**src/rtl/mux4_scan_pkg.sv**
```systemverilog
// Shared state encoding, sizes and the word parity helper for the mux4 scan controller.
package mux4_scan_pkg;

  typedef enum logic [1:0] {
    ST_IDLE   = 2'd0,
    ST_SETTLE = 2'd1,
    ST_DONE   = 2'd2
  } state_t;

  localparam int SETTLE_W = 4;
  localparam int NUM_CH   = 4;
  localparam logic [1:0] LAST_CH = 2'(NUM_CH - 1);

  function automatic logic word_parity(input logic [NUM_CH-1:0] w);
    return ^w;
  endfunction

endpackage

```
**src/rtl/scan_settle_cnt.sv**
```systemverilog
// Loadable down-counter timing the settle wait of each mux channel.
module scan_settle_cnt
  import mux4_scan_pkg::*;
(
  input  logic                clk,
  input  logic                rst_n,
  input  logic                load,
  input  logic                dec,
  input  logic [SETTLE_W-1:0] load_val,
  output logic                zero
);

  logic [SETTLE_W-1:0] cnt_r;

  // Counter register: load has priority over decrement.
  always_ff @(posedge clk or negedge rst_n) begin
    if (!rst_n) begin
      cnt_r <= {SETTLE_W{1'b0}};
    end else if (load) begin
      cnt_r <= load_val;
    end else if (dec) begin
      cnt_r <= cnt_r - SETTLE_W'(1'b1);
    end else begin
      cnt_r <= cnt_r;
    end
  end

  assign zero = (cnt_r == {SETTLE_W{1'b0}});

endmodule

```
**src/rtl/mux4_scan_ctrl.sv**
```systemverilog
// Scans a downstream 4:1 mux channel by channel and assembles the sampled bits into a word.
// Optional macro MUX4_SCAN_PARITY_EN adds a registered parity output over the word.
module mux4_scan_ctrl
  import mux4_scan_pkg::*;
#(
  parameter int unsigned SETTLE = 32'd2
) (
  input  logic       clk,
  input  logic       rst_n,
  input  logic       start,
  input  logic       y,
  input  logic       out_ready,
  output logic       s1,
  output logic       s0,
  output logic [3:0] word,
  output logic       out_valid,
  output logic       busy
`ifdef MUX4_SCAN_PARITY_EN
  ,
  output logic       parity
`endif
);

  localparam logic [SETTLE_W-1:0] SETTLE_LOAD = SETTLE_W'(SETTLE);

  state_t     state_r, state_next;
  logic [1:0] sel_r, sel_next;
  logic [3:0] word_r, word_next;
  logic       valid_r;
  logic       busy_r;
  logic       cnt_load_s;
  logic       cnt_dec_s;
  logic       cnt_zero_s;

  scan_settle_cnt u_settle_cnt (
    .clk      (clk),
    .rst_n    (rst_n),
    .load     (cnt_load_s),
    .dec      (cnt_dec_s),
    .load_val (SETTLE_LOAD),
    .zero     (cnt_zero_s)
  );

  // Next-state, select and word update logic.
  always_comb begin
    state_next = state_r;
    sel_next   = sel_r;
    word_next  = word_r;
    cnt_load_s = 1'b0;
    cnt_dec_s  = 1'b0;
    case (state_r)
      ST_IDLE: begin
        if (start) begin
          state_next = ST_SETTLE;
          sel_next   = 2'd0;
          cnt_load_s = 1'b1;
        end else begin
          state_next = ST_IDLE;
        end
      end
      ST_SETTLE: begin
        if (!cnt_zero_s) begin
          cnt_dec_s = 1'b1;
        end else begin
          word_next[sel_r] = y;
          if (sel_r == LAST_CH) begin
            state_next = ST_DONE;
            sel_next   = 2'd0;
          end else begin
            sel_next   = sel_r + 2'd1;
            cnt_load_s = 1'b1;
          end
        end
      end
      ST_DONE: begin
        if (out_ready) begin
          state_next = ST_IDLE;
        end else begin
          state_next = ST_DONE;
        end
      end
      default: begin
        state_next = ST_IDLE;
        sel_next   = 2'd0;
      end
    endcase
  end

  // Registered state and outputs; valid and busy decode the upcoming state so they are flop outputs.
  always_ff @(posedge clk or negedge rst_n) begin
    if (!rst_n) begin
      state_r <= ST_IDLE;
      sel_r   <= 2'd0;
      word_r  <= 4'b0000;
      valid_r <= 1'b0;
      busy_r  <= 1'b0;
    end else begin
      state_r <= state_next;
      sel_r   <= sel_next;
      word_r  <= word_next;
      valid_r <= (state_next == ST_DONE);
      busy_r  <= (state_next == ST_SETTLE);
    end
  end

`ifdef MUX4_SCAN_PARITY_EN
  logic parity_r;

  // Parity captured together with the final channel sample and held with the word.
  always_ff @(posedge clk or negedge rst_n) begin
    if (!rst_n) begin
      parity_r <= 1'b0;
    end else if ((state_r == ST_SETTLE) && (state_next == ST_DONE)) begin
      parity_r <= word_parity(word_next);
    end else begin
      parity_r <= parity_r;
    end
  end

  assign parity = parity_r;
`endif

  assign s1        = sel_r[1];
  assign s0        = sel_r[0];
  assign word      = word_r;
  assign out_valid = valid_r;
  assign busy      = busy_r;

endmodule
```
**config.mk**
```make
export PLATFORM = sky130hd
export DESIGN_NAME = mux4_scan_ctrl
export DESIGN_NICKNAME = d
export VERILOG_FILES = /design/src/rtl/mux4_scan_pkg.sv /design/src/rtl/scan_settle_cnt.sv /design/src/rtl/mux4_scan_ctrl.sv
export SDC_FILE = /design/constraint.sdc
export NUM_CORES = 1
export LEC_CHECK = 0
export ABC_AREA = 1
export CORE_MARGIN = 1
export CORE_UTILIZATION = 54
export CTS_CLUSTER_DIAMETER = 100
export DETAILED_ROUTE_END_ITERATION = 10
export PLACE_DENSITY = 0.81
export SYNTH_ARGS = -nofsm -noshare
export SYNTH_HDL_FRONTEND = slang
export SYNTH_SLANG_ARGS = --single-unit
```
**constraint.sdc**
```tcl
create_clock -name clk -period 3.8 [get_ports clk]
set_input_delay 0.76 -clock clk [delete_from_list [all_inputs] [get_ports clk]]
set_output_delay 0.76 -clock clk [all_outputs]
set_load 0.01 [all_outputs]
```
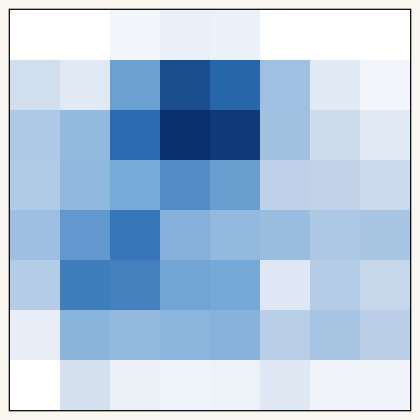
(run_1/wire_density.png)
(10 px per µm) 8 x 8 tiles, from white (low) to dark blue (high), scaled to the fullest tile. Values are wire area over tile area, all layers added.
The emptiest ninth of the die: top right. The fullest tile reaches 0.41. 23% of the tiles are over half the peak.

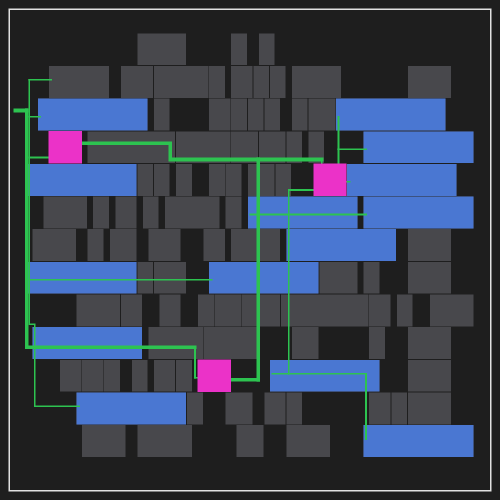
(run_1/clock_map.png)
(12 px per µm)
Key: green = clock wires [length 187 µm]; magenta = cells driving clock nets [count 3]; blue = flip-flops [count 14]
There are 4 routed clock nets.

==> writeup.txt, run 1 <==
The delay of the slowest cell on the worst path is 0.57 ns, and the OpenROAD warning count is 30. The average instance in the mapped netlist occupies 9.28 µm². The total overflow left after global routing is 0.

The flip-flop and latch count after synthesis came out at 14. The tools report the power drawn by the sequential cells as 0.000259 W. The run gives 33.2% as the sequential group share of total power.

For the minimum setup slack among reg-to-reg paths, the log shows 2.41 ns. The run gives 0 as the number of setup buffers added after CTS. The switching share of power is 42.2%. Cell count along the critical path: 1.

The run gives 19.0% for the fraction of layout cells with a size suffix above 1. For the final routed database, the setup TNS stands at 0 ns. In the final run the clock tree shows a worst skew of 0.00266 ns. TritonCTS built the clock tree. The OpenROAD report gives the critical path a data arrival time of 1.28 ns.

The number of instances on the worst hold path was 2; the clock latency of the later-clocked register in the worst-skew pair was 0.28 ns. The sequential cells in the finished layout cover a total of 350 µm². The type of the worst min-delay path was reg2reg. The tools report the max capacitance violation total as 0. The Yosys chip area is 779 µm², and the pin count of the biggest net entering global routing is 15.

The core region is 1320 µm². Most common cell after layout, fill and taps aside: nand2_1. Summing all multi-input logic gate instances after layout gives 379 µm². With the iteration count of the initial detailed-routing pass at 4, the number of synthesized flops with an enable pin is 0.

Number of buffer and inverter instances along the worst setup path: 1. The total clock buffers created by CTS was 3. In the routed layout, each cell is associated on average with a via count of 5.10. The chip occupies 1600 µm².

The run gives 0.000329 W as the net switching power. The post-placement cell area is 918 µm². The first global-routing pass estimated 2150 µm of wire. Post-route period utilization is reported as 53.7%.

The summed instance area of the synthesized netlist was 779 µm². The run finished with clean final reports. The tools report the fraction of power consumed by the clock network as 13.5%.

Dividing total power by cell area gives a power density of 817 nW/µm². The final net count was 112; the number of antenna violations at the first check in global routing was 0. In this run the vertical extent of the chip is 40.0 µm.

The count of hold buffers inserted by post-cts repair was 0; the combinational power was 0.000416 W. The placement summary gives the final routability congestion estimate as 0.720. The commonest cells after synthesis are nand2_1 (16), dfrtp_1 (14), inv_1 (9). In the synthesized netlist the async set-or-reset flop fraction comes to 100%.

For this design, the slowest cell found on the critical path is clkdlybuf4s50_1. In the power breakdown, the internal column shows 0.000451 W. The area overhead of the layout relative to synthesis works out to 22.5%. Clock-pin slew was measured on the worst setup and hold paths at 0.08 ns. Per the finish-stage timing summary, setup violations number 0. The hold violation total from the final report was 0; the detailed-route wire length was 1320 µm. The synthesis stats list as the most numerous cell nand2_1.

The run gives 22.1% as the total global-route track usage. The run gives 40.0 µm for the die span in x. The netlist uses 21 different library cells. STA classifies the critical path endpoint as an output port. Once the clock tree was built, the resizer swapped 0 gates to a different size. The count of nets left with antenna violations once routing finished came out at 0. The commonest register cell after synthesis was dfrtp_1. STA shows the worst reg2reg path with a cell count of 6.

Across all checked pins, the minimum headroom to the slew limit is 60.1%. The synthesized netlist was found by Yosys to have 84 cells. The run gives 0 for the detailed-route DRC error count. The minimum period implied by the final worst setup slack is 2.04 ns, and the number of filler instances in the final layout is 107. The design draws 0.000780 W.

The layout stage reports a final design area of 955 µm². Per the final report, max-transition violations number 0. The worst setup path is launched from a flip-flop.

The half-perimeter wire length of the detailed placement result was 1050 µm; the number of design-rule violations left by the first detailed-router iteration was 16. Per the CTS log, the buffer count on the longest clock path is 2. The run gives 3.04 ns as the data required time of the worst path. The fraction of power consumed by combinational cells was 53.3%. The run gives 0.000105 W for the power attributed to the clock group. The largest area contributor in the synthesized netlist is dfrtp_1. The net count after synthesis is 95.
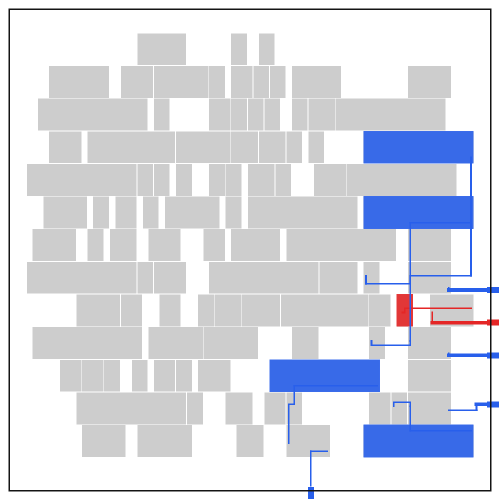
(run_1/port_nets.png)
(12 px per µm)
Key: red = y [bits 1, direction input, edge right, end cells 1, buffers 1, wire 11.3 µm]; blue = word [bits 4, direction output, edge 3 right, 1 bottom, end cells 4, buffers 4, wire 74.3 µm]
number of I/O pins: 13
port bufs: 12

==> run 1: metal layers <==
| layer | global-route usage, % | share of wire, % | vias up |
|---|---|---|---|
| met1 | 25.8 | 42 | 262 |
| li1 | - | - | 301 |
| met2 | 32.3 | 48 | 19 |
| met3 | 8.33 | 6.4 | 4 |
| met5 | 0 | 0 | - |
| met4 | 17.2 | 2.9 | 0 |
==> run 1: kinds of logic after synthesis <==
kind of cell	Yosys count	synth area share (%)
AND-OR/OR-AND	10	7.86
adder cells (fa/ha/maj)	6	9.63
buffers and inverters	12	6.42
flip-flops	14	44.9
AND/OR/NAND/NOR	42	31.1
==> run 1: cell type report <==
class	instances	share of cell area, %
Tap cell	15	1.97
Sequential cell	14	36.7
Clock buffer	4	3.80
Timing Repair Buffer	12	12.6
Multi-Input combinational cell	58	39.7
Inverter	12	5.24
==> run 1: worst paths after layout <==
kind                                            start                    end
worst max-delay path                         sel_r[0]                     s0
worst min-delay path                          word[2]                word[2]
worst max register to register  u_settle_cnt.cnt_r[0]  u_settle_cnt.cnt_r[0]
worst min register to register                word[2]                word[2]
max in group asynchronous                       rst_n                   busy
min in group asynchronous                       rst_n  u_settle_cnt.cnt_r[2]
==> run 1: sequential cells by signal, indices dropped and copies added, names as in the netlist <==
name,cells
busy,1
sel_r,2
state_r,2
word,4
u_settle_cnt.cnt_r,4
out_valid,1
==> run 1: stage by stage <==
step,utilization (%),std cells,setup slack (ns),hold WS (ns)
2_1_floorplan,-,84,2.43,0.464
3_3_place_gp,69.7,111,1.95,0.468
3_5_place_dp,69.7,111,1.85,0.477
4_1_cts,72.5,115,1.75,0.497
5_1_grt,72.5,115,1.70,0.534
6_report,72.5,115,1.76,0.490
==> inputs of run 2 (changes only) <==
CORE_UTILIZATION = 45   (was 54)
PLACE_DENSITY = 0.72   (was 0.81)
clock period = 1.8 ns   (was 3.8 ns; I/O delays follow)
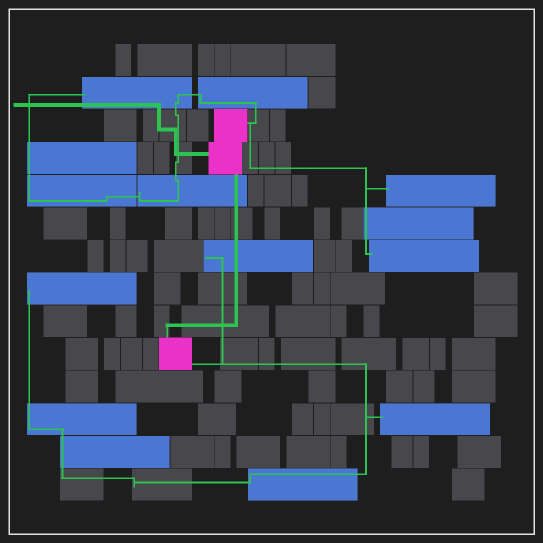
(run_2/clock_map.png)
(12 px per µm)
later-pin clock latency in the skew report: 0.28 ns
clock group share of total power: 14.2%
worst clock skew on the final layout: 0.00467 ns
Power Clock: 0.000234 W

==> run 2 against run 1 <==
Net effect:
- the flow now finishes with violations (design-rule violations)
- core utilization down 11 points
- sequential share of layout area decreased by 0.33 points
- via count down 0.68%
- critical path type unchanged
- worst setup slack worse by 1.6 ns
- combinational power increased by 110%
==> writeup.txt, run 2 <==
The run finished, with violations left. The final reports fail on design-rule violations. The number of synthesized flops with an enable pin was 0 (unchanged).

The largest area contributor in the synthesized netlist was dfrtp_1 (unchanged). The number of distinct standard cells referenced by the synthesized netlist is 21 (unchanged). The tools report the total of endpoints with negative setup slack in the final report as 0 (unchanged). The tools report the detailed-route DRC error count as 1 (was 0). The run gives 0 (unchanged) for the count of antenna-violating nets left after detailed routing. The number of antenna violations at the first check in global routing was 0 (unchanged); the number of placed instances, taps included was 113 (was 111). The type of the worst min-delay path is in2async (was reg2reg). The tools report the net switching power as 0.000699 W (was 0.000329 W). With the aggregate negative setup slack at 0 ns (unchanged), the number of cell instances on the worst register-to-register path is 6 (unchanged). The sequential group share of total power came out at 32.9% (was 33.2%).

The OpenROAD warning count is 30 (unchanged). The per-cell via count in the routed design came out at 4.97 (was 5.10). The average size of a mapped cell came out at 9.28 µm² (unchanged). For the final net count, the log shows 113 (was 112). With the max capacitance violation total at 0 (unchanged), the met1 wire length is 618 µm (was 557 µm).

The switching share of power came out at 42.4% (was 42.2%). Number of design-rule violations left by the first detailed-router iteration: 7 (was 16). Cell with the most instances after synthesis: nand2_1 (unchanged).

The met3 wire length is 66 µm (was 85 µm). The count of input and output buffers works out to 12 (unchanged). The portion of the clock cycle consumed by the worst path in the final layout works out to 90.3%.

The most common cell after layout, fill and taps aside is nand2_1 (unchanged). The tools report the critical path capture point as s1 (was s0). The origin of the critical flop-to-flop path was u_settle_cnt.cnt_r[0] (unchanged). The synthesized net count is 95 (unchanged), and the data required time of the worst path is 1.44 ns (was 3.04 ns). The summed instance area of the synthesized netlist is 779 µm² (unchanged), and the footprint of the flip-flops and latches is 350 µm² (unchanged). The run gives 23.6% (was 22.5%) for the area overhead of the layout relative to synthesis. The number of buffer and inverter instances along the worst setup path is 1 (unchanged), and the worst slew slack as a fraction of its limit is 78.4% (was 60.1%). The logs give 379 µm² (unchanged) for the multi-input gate area in the final layout and 61.8% (was 72.5%) for the utilization after layout.

With the wire length on met2 at 622 µm (was 639 µm), the pin count of the biggest net entering global routing is 15 (unchanged). The top routing layer in use is met4 (unchanged). The run gives 129 (was 107) for the number of filler instances in the final layout. The power density over the cells works out to 1710 nW/µm² (was 817 nW/µm²). Die area: 1900 µm² (was 1600 µm²). The standard cell with the maximum stage delay on the critical path was clkdlybuf4s50_1 (unchanged). The run gives 0.000952 W (was 0.000451 W) as the internal power summed over all cells. The run gives 13 (unchanged) as the boundary pin count. The run gives 0 (unchanged) as the number of setup buffers added after CTS. The tools report the total clock buffers created by CTS as 3 (unchanged).

For the hold violation total from the final report, the log shows 0 (unchanged). Worst hold-check slack: 0.379 ns (was 0.490 ns). The run gives 0 (unchanged) for the total count of max-transition violations in the final report.

The run gives 117 (was 115) as the final cell count without fillers. The commonest register cell after synthesis was dfrtp_1 (unchanged). Data arrival time of the critical path: 1.27 ns (was 1.28 ns). The run gives 84 (unchanged) as the cell count in the Yosys report. The tools report the nature of the critical path startpoint as a flip-flop (unchanged). The half-perimeter wire length of the detailed placement result was 1000 µm (was 1050 µm); the total global-route track usage was 17.1% (was 22.1%).

The count of hold buffers inserted by post-cts repair is 0 (unchanged), and the fraction of power consumed by combinational cells is 52.9% (was 53.3%). Top cells by count, synth: nand2_1 (16), dfrtp_1 (14), inv_1 (9) (unchanged). Iteration count of the initial detailed-routing pass: 7 (was 4). The startpoint of the worst setup timing path was sel_r[1] (was sel_r[0]). The minimum period implied by the final worst setup slack works out to 1.63 ns.

The run gives 0.174 ns (was 1.76 ns) for the minimum setup slack in the final design.
-- run 2: power by group through the flow --
| stage | logic [W] | clock network, W | registers (W) |
|---|---|---|---|
| 3_3_place_gp | 0.000861 | 0 | 0.000546 |
| 5_1_grt | 0.000986 | 0.000246 | 0.000563 |
| 4_1_cts | 0.000886 | 0.000237 | 0.000548 |
| 6_report | 0.000874 | 0.000234 | 0.000543 |
| 3_5_place_dp | 0.000878 | 0 | 0.000555 |
| 2_1_floorplan | 0.000586 | 0 | 0.000572 |
-- run 2: kinds of logic after synthesis --
| family | count (synthesis) | synth area share (%) |
|---|---|---|
| AOI/OAI and AO/OA | 10 | 7.86 |
| adders and majority gates | 6 | 9.63 |
| buffers and inverters | 12 | 6.42 |
| DFF | 14 | 44.9 |
| and+or+nand+nor | 42 | 31.1 |
-- run 2: stage by stage --
step / area (µm²) / total power (W)
after detailed placement: 927 / 0.00143
after global routing: 963 / 0.00179
final: 963 / 0.00165
after CTS: 963 / 0.00167
after floorplan: 779 / 0.00116
after global placement: 927 / 0.00141
-- run 2: routing by layer --
layer / GRT usage, % / vias to the layer above
met2: 28.7 / 14
li1: - / 303
met1: 21.8 / 263
met3: 3.75 / 2
met4: 5.63 / 0
met5: 0 / -
-- run 2: final cells by class --
cell class | instances | area share (%)
timing repair buffer | 13 | 13.2
clock buffer | 4 | 3.77
inverter | 12 | 5.19
sequential | 14 | 36.4
tap | 16 | 2.08
multi-input combinational | 58 | 39.4
Power figures rest on the tool's default switching activity, not on a simulated workload.
